==> config.mk <==
export PLATFORM = sky130hd
export DESIGN_NAME = mc_control_fsm_flat
export DESIGN_NICKNAME = d
export VERILOG_FILES = /design/src/rtl/cpu_ctl_pkg.sv /design/src/rtl/mc_control_fsm_if.sv /design/src/rtl/mc_ctl_decode.sv /design/src/rtl/mc_control_fsm.sv /design/src/flat_wrapper.sv
export SDC_FILE = /design/constraint.sdc
export NUM_CORES = 1
export LEC_CHECK = 0
export ABC_AREA = 0
export CAP_MARGIN = 25
export CORE_MARGIN = 8
export CORE_UTILIZATION = 46
export CTS_BUF_LIST = sky130_fd_sc_hd__clkbuf_4 sky130_fd_sc_hd__clkbuf_8 sky130_fd_sc_hd__clkbuf_16
export DETAILED_ROUTE_END_ITERATION = 8
export PLACE_DENSITY = 0.83
export SLEW_MARGIN = 20
export SYNTH_ARGS = -nofsm -noshare
export SYNTH_HDL_FRONTEND = slang
export SYNTH_SLANG_ARGS = --single-unit
export TNS_END_PERCENT = 30
==> constraint.sdc <==
create_clock -name clk -period 3.1 [get_ports clk]
set_input_delay 0.93 -clock clk [delete_from_list [all_inputs] [get_ports clk]]
set_output_delay 0.93 -clock clk [all_outputs]
set_load 0.05 [all_outputs]
==> src/rtl/cpu_ctl_pkg.sv <==
// Shared encodings for the multi-cycle CPU control path: opcodes, ALU_op codes,
// FSM state codes and the datapath control word driven by mc_control_fsm.
package cpu_ctl_pkg;

   localparam logic [5:0] OP_RTYPE = 6'b000000;
   localparam logic [5:0] OP_LW    = 6'b100011;
   localparam logic [5:0] OP_SW    = 6'b101011;
   localparam logic [5:0] OP_BEQ   = 6'b000100;
   localparam logic [5:0] OP_J     = 6'b000010;
   localparam logic [5:0] OP_ADDI  = 6'b001000;

   localparam logic [1:0] ALUOP_ADD   = 2'b00;
   localparam logic [1:0] ALUOP_SUB   = 2'b01;
   localparam logic [1:0] ALUOP_FUNCT = 2'b10;

   typedef enum logic [3:0] {
      S_FETCH  = 4'd0,
      S_DECODE = 4'd1,
      S_MEMADR = 4'd2,
      S_MEMRD  = 4'd3,
      S_MEMWB  = 4'd4,
      S_MEMWR  = 4'd5,
      S_EXEC   = 4'd6,
      S_ALUWB  = 4'd7,
      S_BRANCH = 4'd8,
      S_JUMP   = 4'd9,
      S_ADDIEX = 4'd10,
      S_ADDIWB = 4'd11
   } state_t;

   typedef struct packed {
      logic       pc_write;
      logic       pc_write_cond;
      logic       i_or_d;
      logic       mem_read;
      logic       mem_write;
      logic       mem_to_reg;
      logic       ir_write;
      logic       alu_src_a;
      logic       reg_write;
      logic       reg_dst;
      logic [1:0] pc_source;
      logic [1:0] alu_src_b;
      logic [1:0] alu_op;
   } ctl_t;

   function automatic logic op_supported(input logic [5:0] op);
      return (op == OP_RTYPE) || (op == OP_LW) || (op == OP_SW) ||
             (op == OP_BEQ)   || (op == OP_J)  || (op == OP_ADDI);
   endfunction

endpackage

==> src/rtl/mc_control_fsm_if.sv <==
// Control-unit bundle: instruction/memory status in, datapath controls out.
// master = control FSM, slave = datapath side.
interface mc_control_fsm_if;
   import cpu_ctl_pkg::*;

   logic [5:0] Opcode;
   logic       mem_ready;
   logic       PCWrite;
   logic       PCWriteCond;
   logic       IorD;
   logic       MemRead;
   logic       MemWrite;
   logic       MemtoReg;
   logic       IRWrite;
   logic       ALUSrcA;
   logic       RegWrite;
   logic       RegDst;
   logic [1:0] PCSource;
   logic [1:0] ALUSrcB;
   logic [1:0] ALU_op;
   logic       illegal_op;
   logic       err_sticky;
   logic [3:0] state;

   modport master (
      input  Opcode, mem_ready,
      output PCWrite, PCWriteCond, IorD, MemRead, MemWrite, MemtoReg, IRWrite,
             ALUSrcA, RegWrite, RegDst, PCSource, ALUSrcB, ALU_op,
             illegal_op, err_sticky, state
   );

   modport slave (
      output Opcode, mem_ready,
      input  PCWrite, PCWriteCond, IorD, MemRead, MemWrite, MemtoReg, IRWrite,
             ALUSrcA, RegWrite, RegDst, PCSource, ALUSrcB, ALU_op,
             illegal_op, err_sticky, state
   );

endinterface

==> src/rtl/mc_ctl_decode.sv <==
// Pure combinational state -> control-word decode (Moore outputs, zero latency).
// Fetch write enables come out ungated; the top applies mem_ready and reset gating.
module mc_ctl_decode
   import cpu_ctl_pkg::*;
(
   input  state_t state,
   output ctl_t   cw
);

   always_comb begin
      cw = '0;
      case (state)
         S_FETCH: begin
            cw.mem_read  = 1'b1;
            cw.ir_write  = 1'b1;
            cw.pc_write  = 1'b1;
            cw.alu_src_b = 2'b01;
            cw.alu_op    = ALUOP_ADD;
         end
         S_DECODE: begin
            cw.alu_src_b = 2'b11;
            cw.alu_op    = ALUOP_ADD;
         end
         S_MEMADR, S_ADDIEX: begin
            cw.alu_src_a = 1'b1;
            cw.alu_src_b = 2'b10;
            cw.alu_op    = ALUOP_ADD;
         end
         S_MEMRD: begin
            cw.mem_read = 1'b1;
            cw.i_or_d   = 1'b1;
         end
         S_MEMWB: begin
            cw.reg_write  = 1'b1;
            cw.mem_to_reg = 1'b1;
         end
         S_MEMWR: begin
            cw.mem_write = 1'b1;
            cw.i_or_d    = 1'b1;
         end
         S_EXEC: begin
            cw.alu_src_a = 1'b1;
            cw.alu_op    = ALUOP_FUNCT;
         end
         S_ALUWB: begin
            cw.reg_write = 1'b1;
            cw.reg_dst   = 1'b1;
         end
         S_BRANCH: begin
            cw.alu_src_a     = 1'b1;
            cw.alu_op        = ALUOP_SUB;
            cw.pc_write_cond = 1'b1;
            cw.pc_source     = 2'b01;
         end
         S_JUMP: begin
            cw.pc_write  = 1'b1;
            cw.pc_source = 2'b10;
         end
         S_ADDIWB: begin
            cw.reg_write = 1'b1;
         end
         default: cw = '0;
      endcase
   end

endmodule

==> src/rtl/mc_control_fsm.sv <==
// Multi-cycle CPU main control FSM: 3-5 cycles per instruction with memory ready.
// Stalls in FETCH/MEMRD/MEMWR until mem_ready; reset gates every write enable.
module mc_control_fsm
   import cpu_ctl_pkg::*;
(
   input logic          clk,
   input logic          reset,
   mc_control_fsm_if.master bus
);

   state_t     state_q;
   state_t     state_d;
   state_t     dec_state;
   logic [5:0] op_q;
   logic       err_q;
   logic       illegal;
   logic       fetch_gate;
   logic       wen_ok;
   ctl_t       cw;

   always_ff @(posedge clk) begin
      if (reset) begin
         state_q <= S_FETCH;
         op_q    <= '0;
         err_q   <= 1'b0;
      end else begin
         state_q <= state_d;
         if (state_q == S_DECODE) op_q <= bus.Opcode;
         if (illegal) err_q <= 1'b1;
      end
   end

   always_comb begin
      state_d = state_q;
      illegal = 1'b0;
      case (state_q)
         S_FETCH:  state_d = bus.mem_ready ? S_DECODE : S_FETCH;
         S_DECODE: begin
            case (bus.Opcode)
               OP_LW, OP_SW: state_d = S_MEMADR;
               OP_RTYPE:     state_d = S_EXEC;
               OP_BEQ:       state_d = S_BRANCH;
               OP_J:         state_d = S_JUMP;
               OP_ADDI:      state_d = S_ADDIEX;
               default: begin
                  state_d = S_FETCH;
                  illegal = 1'b1;
               end
            endcase
         end
         // op_q is only ever LW or SW here; IR may have moved on already
         S_MEMADR: state_d = (op_q == OP_LW) ? S_MEMRD : S_MEMWR;
         S_MEMRD:  state_d = bus.mem_ready ? S_MEMWB : S_MEMRD;
         S_MEMWB:  state_d = S_FETCH;
         S_MEMWR:  state_d = bus.mem_ready ? S_FETCH : S_MEMWR;
         S_EXEC:   state_d = S_ALUWB;
         S_ALUWB:  state_d = S_FETCH;
         S_BRANCH: state_d = S_FETCH;
         S_JUMP:   state_d = S_FETCH;
         S_ADDIEX: state_d = S_ADDIWB;
         S_ADDIWB: state_d = S_FETCH;
         default:  state_d = S_FETCH;
      endcase
   end

   // During reset the muxes show FETCH settings regardless of the abandoned state.
   assign dec_state  = reset ? S_FETCH : state_q;
   assign fetch_gate = (dec_state == S_FETCH) ? bus.mem_ready : 1'b1;
   assign wen_ok     = ~reset;

   mc_ctl_decode u_decode (
      .state (dec_state),
      .cw    (cw)
   );

   assign bus.PCWrite     = cw.pc_write & fetch_gate & wen_ok;
   assign bus.IRWrite     = cw.ir_write & fetch_gate & wen_ok;
   assign bus.PCWriteCond = cw.pc_write_cond & wen_ok;
   assign bus.MemWrite    = cw.mem_write & wen_ok;
   assign bus.RegWrite    = cw.reg_write & wen_ok;
   assign bus.IorD        = cw.i_or_d;
   assign bus.MemRead     = cw.mem_read;
   assign bus.MemtoReg    = cw.mem_to_reg;
   assign bus.ALUSrcA     = cw.alu_src_a;
   assign bus.RegDst      = cw.reg_dst;
   assign bus.PCSource    = cw.pc_source;
   assign bus.ALUSrcB     = cw.alu_src_b;
   assign bus.ALU_op      = cw.alu_op;
   assign bus.illegal_op  = illegal & wen_ok;
   assign bus.err_sticky  = err_q;
   assign bus.state       = state_q;

endmodule
==> src/flat_wrapper.sv <==
// flat-port wrapper written by rule: the top's interface ports become plain ports
module mc_control_fsm_flat import cpu_ctl_pkg::*;
  (clk, reset, bus_Opcode, bus_mem_ready, bus_PCWrite, bus_PCWriteCond, bus_IorD, bus_MemRead, bus_MemWrite, bus_MemtoReg, bus_IRWrite, bus_ALUSrcA, bus_RegWrite, bus_RegDst, bus_PCSource, bus_ALUSrcB, bus_ALU_op, bus_illegal_op, bus_err_sticky, bus_state);
  mc_control_fsm_if bus_i ();
  input logic clk;
  input logic reset;
  input wire logic [$bits(bus_i.Opcode)-1:0] bus_Opcode;
  input wire logic [$bits(bus_i.mem_ready)-1:0] bus_mem_ready;
  output wire logic [$bits(bus_i.PCWrite)-1:0] bus_PCWrite;
  output wire logic [$bits(bus_i.PCWriteCond)-1:0] bus_PCWriteCond;
  output wire logic [$bits(bus_i.IorD)-1:0] bus_IorD;
  output wire logic [$bits(bus_i.MemRead)-1:0] bus_MemRead;
  output wire logic [$bits(bus_i.MemWrite)-1:0] bus_MemWrite;
  output wire logic [$bits(bus_i.MemtoReg)-1:0] bus_MemtoReg;
  output wire logic [$bits(bus_i.IRWrite)-1:0] bus_IRWrite;
  output wire logic [$bits(bus_i.ALUSrcA)-1:0] bus_ALUSrcA;
  output wire logic [$bits(bus_i.RegWrite)-1:0] bus_RegWrite;
  output wire logic [$bits(bus_i.RegDst)-1:0] bus_RegDst;
  output wire logic [$bits(bus_i.PCSource)-1:0] bus_PCSource;
  output wire logic [$bits(bus_i.ALUSrcB)-1:0] bus_ALUSrcB;
  output wire logic [$bits(bus_i.ALU_op)-1:0] bus_ALU_op;
  output wire logic [$bits(bus_i.illegal_op)-1:0] bus_illegal_op;
  output wire logic [$bits(bus_i.err_sticky)-1:0] bus_err_sticky;
  output wire logic [$bits(bus_i.state)-1:0] bus_state;
  assign bus_i.Opcode = bus_Opcode;
  assign bus_i.mem_ready = bus_mem_ready;
  assign bus_PCWrite = bus_i.PCWrite;
  assign bus_PCWriteCond = bus_i.PCWriteCond;
  assign bus_IorD = bus_i.IorD;
  assign bus_MemRead = bus_i.MemRead;
  assign bus_MemWrite = bus_i.MemWrite;
  assign bus_MemtoReg = bus_i.MemtoReg;
  assign bus_IRWrite = bus_i.IRWrite;
  assign bus_ALUSrcA = bus_i.ALUSrcA;
  assign bus_RegWrite = bus_i.RegWrite;
  assign bus_RegDst = bus_i.RegDst;
  assign bus_PCSource = bus_i.PCSource;
  assign bus_ALUSrcB = bus_i.ALUSrcB;
  assign bus_ALU_op = bus_i.ALU_op;
  assign bus_illegal_op = bus_i.illegal_op;
  assign bus_err_sticky = bus_i.err_sticky;
  assign bus_state = bus_i.state;
  mc_control_fsm u_core (.clk(clk), .reset(reset), .bus(bus_i));
endmodule
clocks.png
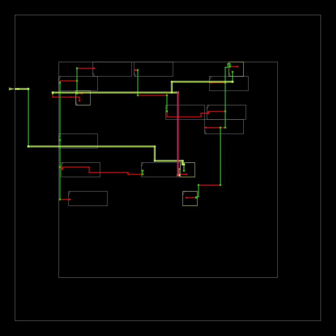
clock tree sinks: 11
clk_buf instances: 4
clk pwr: 121 uW
setup clock skew after layout: 0.00531 ns
clk ins delay skew pair: 0.30 ns

clk_routes.png
The bar under the picture is 20 um long.
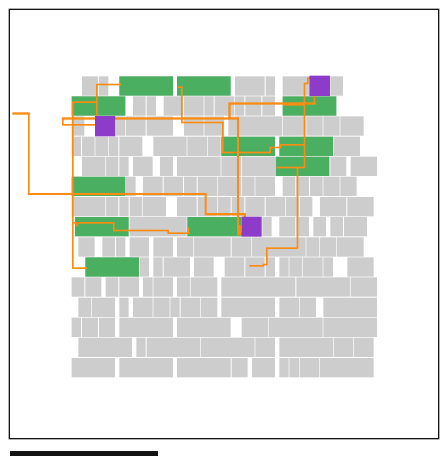
[flip-flops] green | count: 11
[clock drivers] purple | count: 3
[clock wires] orange | length: 235 um
routed clock nets: 4

flops_by_reg.png
Other sequential cells in the stronger grey, the rest of the logic in the fainter grey.
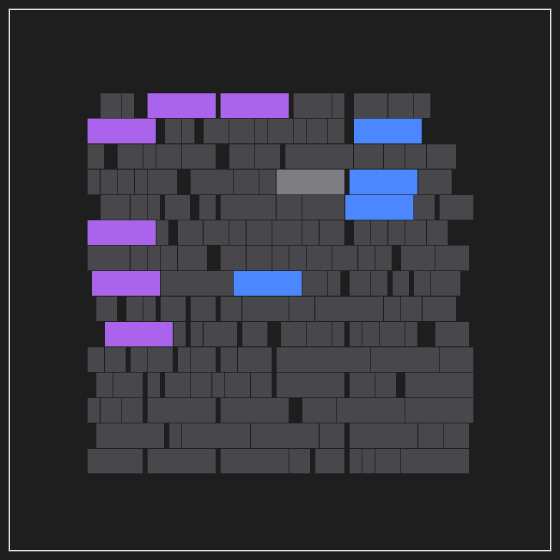
| name in the netlist | colour | flops |
|---|---|---|
| u_core.op_q | purple | 6 |
| u_core.bus.state | blue | 4 |
not coloured: 1

placement_by_type.png
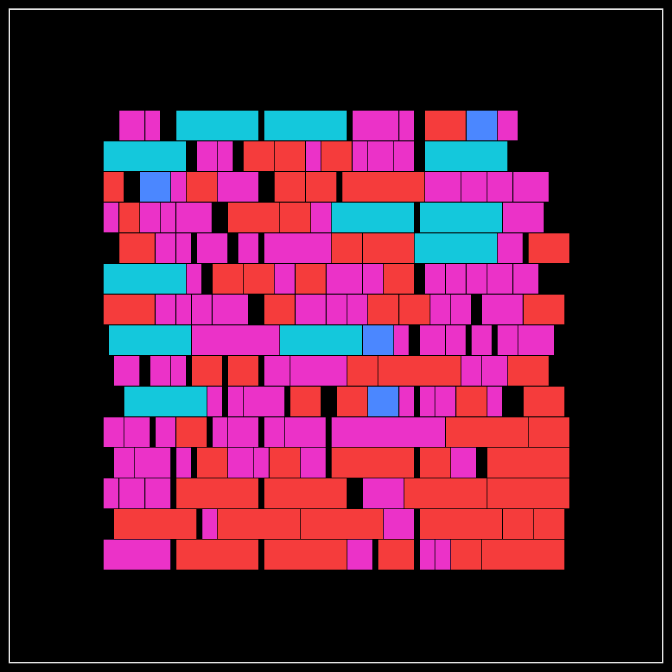
| class | colour | cells |
|---|---|---|
| other buffers and delay cells | red | 57 |
| clock drivers and dummy loads | blue | 4 |
| flops | cyan | 11 |
| combinational and other logic | magenta | 94 |

==> summary.txt <==
Reports from this run.

- The flow ran to the end, but the final reports show violations.
- The checks that failed: negative setup slack.
- The number of enable-type register cells in the synthesized netlist is 0.
- The post-synthesis instance area is 806 um^2.
- The critical path launch point type is a flip-flop.
- The width of the chip reads 57.9 um.
- The initial antenna violation count came to 0.
- The count of instantiated cells in the yosys netlist is 114.
- The register area share after synthesis reads 27.3%.
- TritonCTS built the clock tree.
- In the layout the commonest cells are sky130_fd_sc_hd__buf_4, sky130_fd_sc_hd__nand2_1, sky130_fd_sc_hd__buf_12, sky130_fd_sc_hd__a21oi_1, sky130_fd_sc_hd__dfxtp_1.
- In the synthesized netlist the dominant register cell turns out to be sky130_fd_sc_hd__dfxtp_1.
- In the final design database the tool counted 176 nets.
- Setup slack on the critical path of the routed design comes to -0.0469 ns.
- After routing, the total negative slack on setup checks comes to -0.0469 ns.
- The number of warnings issued by yosys is 0.
- The remaining antenna violation count reads 0.
- Hold repair after CTS inserted 0 buffers.
- The initial detailed-routing violation count reads 83.
- The proportion of layout cells with a drive suffix above 1 reads 39.8%.
- The number of global-route vias before repair is 1197.
- The worst endpoint data arrival time reads 2.22 ns.
- Per the synthesis report, the single largest cell type by area occupies 27.3% of cell area.
- The number of nets produced by synthesis reads 123.
- In this run the critical path is formed by nor2b_1 -> a21oi_1 -> nor3_1 -> buf_12.
- The share of the clock period used by the worst path after layout reads 102%.
- For this block, the via count after detailed routing is 1243.
- The yosys synthesis chip area is 806 um^2.
- The final report lists the setup-violating endpoint count as 1.
- The largest fanout of any net on the critical path reads 17.
- The worst-path cell with the longest stage delay reads sky130_fd_sc_hd__dfxtp_1.
- The count of buffers added on input and output ports is 30.
- The wire length of the first global-routing pass reads 6.00 mm.
- Max-slew check failures listed in the final report amount to 0.
- The pre-placement core utilization reads 47.7%.
- Per the post-CTS timing run, clock transition at the registers of the reported paths is 0.08 ns.
- The max-cap violation count is 0.
- The longest incremental delay of any stage on the critical path is reported as 0.82 ns.
- The cell leakage power reads 0.654 nW.
- The relative max-transition margin reads 49.7%.
- The number of buffers on the longest clock path reads 2.
- Final hold analysis gives a worst-case slack of 0.468 ns.
- For this run, the top clock speed supported by timing is 0.318 GHz.
- The wire length recorded after detailed routing is 4.16 mm.
- The type of destination of the critical path reads an output pin.
- The total global routing track utilization reads 23.6%.
- The highest supply drop recorded on VDD is 0.306 mV.
- The most area-hungry cell type in the Yosys netlist is sky130_fd_sc_hd__dfxtp_1.
- The number of library cell types mapped by synthesis reads 36.
- The tally of OpenROAD warnings reads 27.
- The required time of the critical path reads 2.17 ns.
- The layout filler cell count reads 69.
- Counting endpoints that fail hold in the final report gives 0.
- The synthesis report lists the most area-consuming cells as sky130_fd_sc_hd__dfxtp_1, sky130_fd_sc_hd__a21oi_1, sky130_fd_sc_hd__nand2_1.
- The synthesized instance count reads 114.
-- what timing repair did --
action,CTS,global route
resized,14,10
setup buffers,6,1
setup endpoints to repair,11,1
pin swaps,4,2
-- report_power, final --
part           internal [mW]  switching, mW  total, mW  leakage (nW)
combinational         0.0535         0.0724      0.126         0.546
clock                 0.0590         0.0616      0.121        0.0184
sequential             0.147        0.00759      0.155        0.0897
-- critical path: cells and delay by family (launching register included) --
family / cells / cell delay [ns]
AND-OR/OR-AND: 1 / 0.11
buffers and inverters: 1 / 0.19
flip-flops: 1 / 0.82
AND/OR/NAND/NOR: 2 / 0.80
-- area by class of cell --
class	count	area (um^2)	share of cell area (%)
multi-input cells	92	597	39.0
repair buffers	57	656	42.8
flip-flops and latches	11	220	14.4
inverters	2	7.51	0.490
well taps	17	21.3	1.39
clock buffers	4	30.0	1.96
-- path summary, 6_finish.rpt --
kind | startpoint | end | slack, ns | depth (start not counted)
worst min register to register | u_core.op_q[3] | u_core.op_q[3] | 0.47 | 2
worst min-delay path | u_core.op_q[3] | u_core.op_q[3] | 0.47 | 2
worst max register to register | u_core.bus.state[1] | u_core.bus.err_sticky | 1.15 | 6
worst max-delay path | u_core.bus.state[1] | bus_ALUSrcB[1] | -0.05 | 4
-- metrics by stage --
stage / setup WS (ns) / instance area (um^2) / total power, mW
2_1_floorplan: -0.173 / 825 / 0.210
3_3_place_gp: -0.0957 / 1400 / 0.264
3_5_place_dp: -0.155 / 1400 / 0.268
4_1_cts: 0.00962 / 1510 / 0.385
5_1_grt: -0.0414 / 1530 / 0.408
6_report: -0.0469 / 1530 / 0.401
-- cells in the mapped netlist (3+ instances only) --
library cell               count
sky130_fd_sc_hd__a21oi_1      13
sky130_fd_sc_hd__o21ai_0       4
sky130_fd_sc_hd__dfxtp_1      11
sky130_fd_sc_hd__xor2_1        3
sky130_fd_sc_hd__nand2_1      17
sky130_fd_sc_hd__nand2b_1      5
sky130_fd_sc_hd__nand3_1       5
sky130_fd_sc_hd__nor2_1       12
sky130_fd_sc_hd__nor3_1        7
sky130_fd_sc_hd__clkbuf_1      5
-- cells by family (layout without fill, tap and decap cells) --
group	Yosys count	in the layout	share of synthesized area, %
xor gates and xnor gates	3	3	3.26
muxes	2	2	2.48
buffers and inverters	11	63	7.61
DFF	11	11	27.3
and+or+nand+nor	59	59	39.0
AOI/OAI and AO/OA	28	28	20.3
-- state kept, by name, indices dropped and copies added, names as in the netlist --
register               flops
u_core.bus.err_sticky      1
u_core.bus.state           4
u_core.op_q                6
-- routing by layer --
metal,part of all wire [%],up-vias,track usage (%)
met5,0,-,0
met3,11,42,7.73
met1,32,568,23.3
met2,49,125,40.0
li1,-,508,-
met4,7.0,0,18.2
Power and IR drop assume default switching activity.
